## config.mk

```make
export PLATFORM = sky130hd
export DESIGN_NAME = fetch_seq
export DESIGN_NICKNAME = d
export VERILOG_FILES = /design/src/rtl/fetch_seq_pkg.sv /design/src/rtl/fetch_seq.sv
export SDC_FILE = /design/constraint.sdc
export NUM_CORES = 1
export LEC_CHECK = 0
export CAP_MARGIN = 20
export CORE_MARGIN = 2
export CORE_UTILIZATION = 48
export DETAILED_ROUTE_END_ITERATION = 10
export MAX_ROUTING_LAYER = met4
export PLACE_DENSITY = 0.95
export SLEW_MARGIN = 25
export SYNTH_ARGS = -nofsm -noshare
export SYNTH_HDL_FRONTEND = slang
export SYNTH_SLANG_ARGS = --single-unit
export TNS_END_PERCENT = 20
```

## constraint.sdc

```tcl
create_clock -name clk -period 3.44 [get_ports clk]
set_input_delay 0.688 -clock clk [delete_from_list [all_inputs] [get_ports clk]]
set_output_delay 0.688 -clock clk [all_outputs]
set_load 0.05 [all_outputs]
```

## src/rtl/fetch_seq_pkg.sv

```systemverilog
// fetch_seq_pkg -- shared definitions for the fetch sequencer.
//   Opcode field position and opcode values of the instruction set,
//   jump-target field width, and the sequencer state encoding.
package fetch_seq_pkg;

    localparam int unsigned IwW    = 16;  // instruction word width
    localparam int unsigned PcW    = 6;   // instruction address width
    localparam int unsigned OpMsb  = 15;  // opcode field [15:11]
    localparam int unsigned OpLsb  = 11;
    localparam int unsigned TgtMsb = 5;   // jump target field [5:0]

    typedef enum logic [4:0] {
        OpCopy       = 5'd1,
        OpJmp        = 5'd2,
        OpJnz        = 5'd3,
        OpStore      = 5'd4,
        OpCheck      = 5'd5,
        OpComp       = 5'd6,
        OpInc        = 5'd7,
        OpPossibleLo = 5'd8,
        OpPossibleHi = 5'd9,
        OpCheck4     = 5'd10
    } opcode_e;

    typedef enum logic [2:0] {
        StIdle  = 3'd0,
        StFetch = 3'd1,
        StIssue = 3'd2,
        StWait  = 3'd3,
        StHalt  = 3'd4
    } state_e;

    function automatic logic [OpMsb-OpLsb:0] get_op(input logic [IwW-1:0] word);
        return word[OpMsb:OpLsb];
    endfunction

    function automatic logic [PcW-1:0] get_tgt(input logic [IwW-1:0] word);
        return word[TgtMsb:0];
    endfunction

endpackage

```

## src/rtl/fetch_seq.sv

```systemverilog
// fetch_seq -- instruction fetch/issue sequencer with external combinational imem.
//   clk, rst_n   : clock, asynchronous active-low reset
//   start        : begin execution at address 0 (honoured in IDLE and HALT only)
//   pc, op_in    : address to instruction memory and the word it returns
//   ir, ir_valid : issued instruction and its one-cycle issue pulse
//   exec_done    : execute stage finished the issued instruction; flag_in sampled with it
//   halted       : high while halted after a STORE completes
// Optional feature (macro FETCH_SEQ_ICOUNT_EN): output icount, a saturating
// count of issue pulses, cleared by start and reset.
module fetch_seq
    import fetch_seq_pkg::*;
(
    input  logic           clk,
    input  logic           rst_n,
    input  logic           start,
    output logic [PcW-1:0] pc,
    input  logic [IwW-1:0] op_in,
    output logic [IwW-1:0] ir,
    output logic           ir_valid,
    input  logic           exec_done,
    input  logic           flag_in,
    output logic           halted
`ifdef FETCH_SEQ_ICOUNT_EN
    ,
    output logic [15:0]    icount
`endif
);

    state_e         state_q, state_d;
    logic [PcW-1:0] pc_q, pc_d;
    logic [IwW-1:0] ir_q, ir_d;
    logic           ir_valid_q, ir_valid_d;
    logic           flag_q, flag_d;
    logic           halted_q, halted_d;
`ifdef FETCH_SEQ_ICOUNT_EN
    logic [15:0]    icount_q, icount_d;
`endif

    always_comb begin
        state_d    = state_q;
        pc_d       = pc_q;
        ir_d       = ir_q;
        flag_d     = flag_q;
        ir_valid_d = 1'b0;
`ifdef FETCH_SEQ_ICOUNT_EN
        icount_d   = icount_q;
`endif
        case (state_q)
            StIdle, StHalt: begin
                if (start) begin
                    pc_d    = '0;
                    flag_d  = 1'b0;
                    state_d = StFetch;
`ifdef FETCH_SEQ_ICOUNT_EN
                    icount_d = '0;
`endif
                end
            end
            StFetch: begin
                // Jumps resolve here without issuing; any other word (even an
                // undefined or X-containing one) falls through to issue.
                if (get_op(op_in) == OpJmp) begin
                    pc_d = get_tgt(op_in);
                end else if (get_op(op_in) == OpJnz) begin
                    pc_d = flag_q ? get_tgt(op_in) : pc_q + 6'd1;
                end else begin
                    ir_d       = op_in;
                    ir_valid_d = 1'b1;
                    state_d    = StIssue;
`ifdef FETCH_SEQ_ICOUNT_EN
                    if (icount_q != 16'hFFFF) begin
                        icount_d = icount_q + 16'd1;
                    end
`endif
                end
            end
            StIssue, StWait: begin
                if (exec_done) begin
                    flag_d  = flag_in;
                    pc_d    = pc_q + 6'd1;
                    state_d = (get_op(ir_q) == OpStore) ? StHalt : StFetch;
                end else begin
                    state_d = StWait;
                end
            end
            default: state_d = StIdle;
        endcase
        halted_d = (state_d == StHalt);
    end

    always_ff @(posedge clk or negedge rst_n) begin
        if (!rst_n) begin
            state_q    <= StIdle;
            pc_q       <= '0;
            ir_q       <= '0;
            ir_valid_q <= 1'b0;
            flag_q     <= 1'b0;
            halted_q   <= 1'b0;
`ifdef FETCH_SEQ_ICOUNT_EN
            icount_q   <= '0;
`endif
        end else begin
            state_q    <= state_d;
            pc_q       <= pc_d;
            ir_q       <= ir_d;
            ir_valid_q <= ir_valid_d;
            flag_q     <= flag_d;
            halted_q   <= halted_d;
`ifdef FETCH_SEQ_ICOUNT_EN
            icount_q   <= icount_d;
`endif
        end
    end

    assign pc       = pc_q;
    assign ir       = ir_q;
    assign ir_valid = ir_valid_q;
    assign halted   = halted_q;
`ifdef FETCH_SEQ_ICOUNT_EN
    assign icount   = icount_q;
`endif

endmodule

```

==> results.py <==
# Generated from Yosys and OpenROAD reports
metrics = {
    "global_routing": {
        "gr-usage-all-layers": 0.2379,
        "grt_pass1_vias": 1299,
        "gr-usage-met2": 0.4050,
        "met1_usage": 0.2932,
        "antenna_found_initial": 0,
        "grt_busiest_layer": "met2",
        "grt_pass1_wl_um": 5865,
        "grt_use_met3": 0.04186,
        "grt_max_degree": 29,
    },
    "synthesis": {
        "avgSynthCellArea_sq_um": 9.550,
        "ys_chip_area_sq_um": 1299,
        "synth_nets": 158,
        "synth.distinct_cells": 36,
        "dominantRegCellSynth": "dfrtp_1",
        "simple_gate_share": 0.2399,
        "synthCells": 136,
        "synthTopCellsByArea": "dfrtp_1 54%, nand2_1 12%, o21ai_0 2.3%, a32oi_1 2.0%, a21oi_1 1.9%",
        "mux_area_frac": 0.01638,
        "ys_seq_share": 0.5395,
        "logic_family": "simple AND/OR/NAND/NOR gates",
        "post-synth-top-area-cell": "dfrtp_1",
        "async_flop_share": 1.000,
        "ys_top_cells_by_count": "43 x nand2_1, 28 x dfrtp_1, 6 x inv_1, 6 x o21ai_0",
        "ys_cells": 136,
        "netlist.area_leader.share": 0.5395,
        "netlist_area_sq_um": 1299,
    },
    "setup_path": {
        "path_delay_family": "buffers and inverters",
        "crit_buf_inv": 2,
        "cp_slowest_cell": "nor4b_1",
        "arrival_ps": 2760,
        "ff2ff_path_depth": 4,
        "cp.depth": 5,
        "reg2reg_slack_ps": 1340,
        "cp-startpoint": "op_in[14]",
        "reg2reg_from": "state_q[2]",
        "endpoint_kind": "flip-flop",
        "worst_r2r_endpoint": "pc[1]",
        "max_stage_delay_ps": 710,
        "critical_path_peak_fanout": 7,
        "required_ps": 3670,
        "worstSetupPathType": "input port to flip-flop",
        "endpoint": "pc[1]",
    },
    "power_and_ir_drop": {
        "sequentialPower_mw": 0.607,
        "powerDensity_nw_per_um2": 1096,
        "combPwrFrac": 0.626,
        "p_int_mw": 0.9493,
        "ir_worst_vdd_uv": 804.0,
        "switchingPower_mw": 1.032,
        "total_power_mw": 1.982,
        "pwr-share-seq": 0.306,
        "leakagePower_nw": 0.8041,
        "clockPowerShare": 0.068,
        "p_comb_mw": 1.24,
    },
    "finish": {
        "logic_area_sq_um": 558.0,
        "n_antenna_cell": 0,
        "inverters": 6,
        "buffers": 47,
        "finalCoreUtilization": 0.7168,
        "finalInstanceArea_sq_um": 1808,
        "layout.comb_gates.multi_input": 98,
        "clock_buffers": 3,
        "comb_share": 0.3087,
        "lay_top_count": "clkdlybuf4s50_1",
        "layout_top_cells": "44 x clkdlybuf4s50_1, 43 x nand2_1, 28 x dfrtp_1",
        "layoutNonFillerInstCount": 212,
        "seq-cell-share": 0.3875,
        "dominant_cells": "sequential cells",
        "fillerInstances": 184,
        "drive_gt1_frac": 0.06044,
        "seq_area_sq_um": 700.7,
    },
    "detailed_routing": {
        "drt-met1-wl_um": 1415,
        "drt_iter0_drc": 42,
        "highest_layer": "met4",
        "num_vias": 1231,
        "remaining_drc_errors": 0,
        "dr_wl_met2_um": 1753,
        "postRouteAntennaNets": 0,
        "vias_per_cell": 5.807,
        "wire_per_inst_um": 16.38,
        "route.met3.wl_um": 213,
    },
    "status": {
        "status": "completed",
    },
    "final_timing": {
        "hold_viol": 0,
        "fin_crit_ps": 2532,
        "holdWs_ps": 493.2,
        "rsz0062_at_grt": "false",
        "skew_ps": 4.674,
        "tightest_slew_ps": 768.2,
        "min_period_over_period": 0.7361,
        "fin_tns_setup_ps": 0,
        "setup_viol": 0,
        "layout_setup_ws_ps": 907.7,
    },
    "worst_hold_path": {
        "whs_endpoint": "ir[5]",
        "hp-start": "ir[5]",
    },
    "placement": {
        "pre_cts_ws_ps": 618.2,
        "dp_hpwl_um": 2575,
        "gp_congestion": 0.8588,
        "post-place-cells": 209,
        "dpl_cell_area_sq_um": 1785,
    },
    "job": {
        "warnings": 26,
        "maxCapViolCount": 0,
    },
    "clock_tree": {
        "path_clk_slew_ps": 150,
        "clk_path_buf_depth": 2,
        "root_buffer": "clkbuf_4",
        "clock-sinks": 28,
        "cts_tree": "done",
        "cts_setup_buffers": 0,
        "cts.repair.resized": 0,
        "htree_levels": 1,
    },
    "floorplanning": {
        "pin_count": 45,
        "rows": 18,
        "fp.dieW_um": 56.02,
        "tap_cells": 30,
        "die_area_sq_um": 3138,
        "fp_util": 0.5149,
    },
}
==> images/pinout.png <==
Drawn at 6 px/um. Pins as bars across the die edge, other pins in gray.
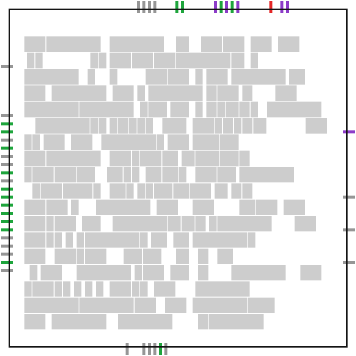
legend:
  purple:
    port: pc
    pins: 6
    direction: output
    edge: 5 top, 1 right
  green:
    port: op_in
    pins: 16
    direction: input
    edge: 11 left, 4 top, 1 bottom
  red:
    port: rst_n
    pins: 1
    direction: input
    edge: top
all pins by edge: 21 left, 14 top, 6 bottom, 4 right

==> images/layers.png <==
Drawn at 4 px/um. Only two layers are drawn.
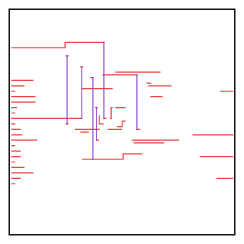
legend:
  red:
    layer: M3
    wire_length: 213 um
  purple:
    layer: M4
    wire_length: 91.1 um

==> images/clock_nets.png <==
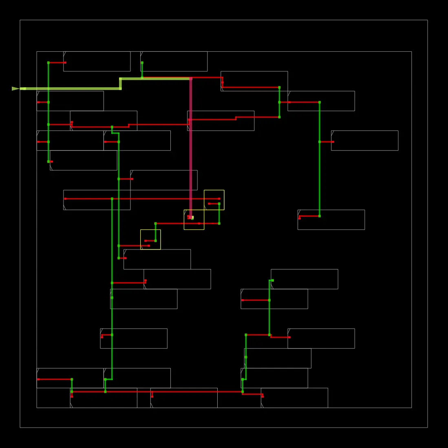
Inserted Clock Buffers: 3
worst skew pair latency: 320 ps
Seq Cell Count: 28
clk pwr: 0.134 mW

==> images/clock_wires.png <==
Drawn at 8 px/um.
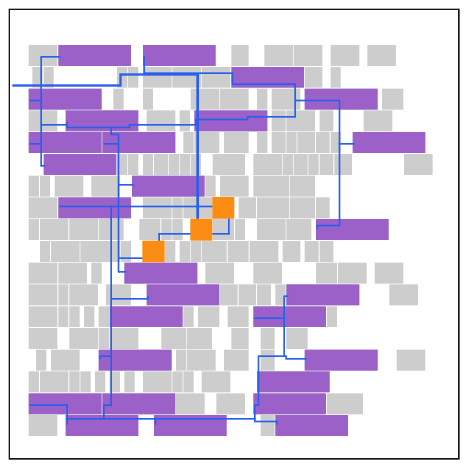
legend:
  blue:
    item: clock wires
    length: 310 um
  purple:
    item: flip-flops
    count: 28
  orange:
    item: clock-net drivers
    count: 3
routed clock nets: 4

==> images/gates.png <==
Drawn at 6 px/um.
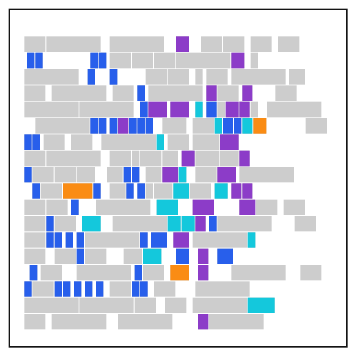
legend:
  purple:
    family: aoi and oai cells
    cells: 23
  cyan:
    family: nor cells
    cells: 14
  blue:
    family: nand cells
    cells: 48
  orange:
    family: and/or cells
    cells: 3

No activity file was given, so power comes from the tool's default toggle rates.
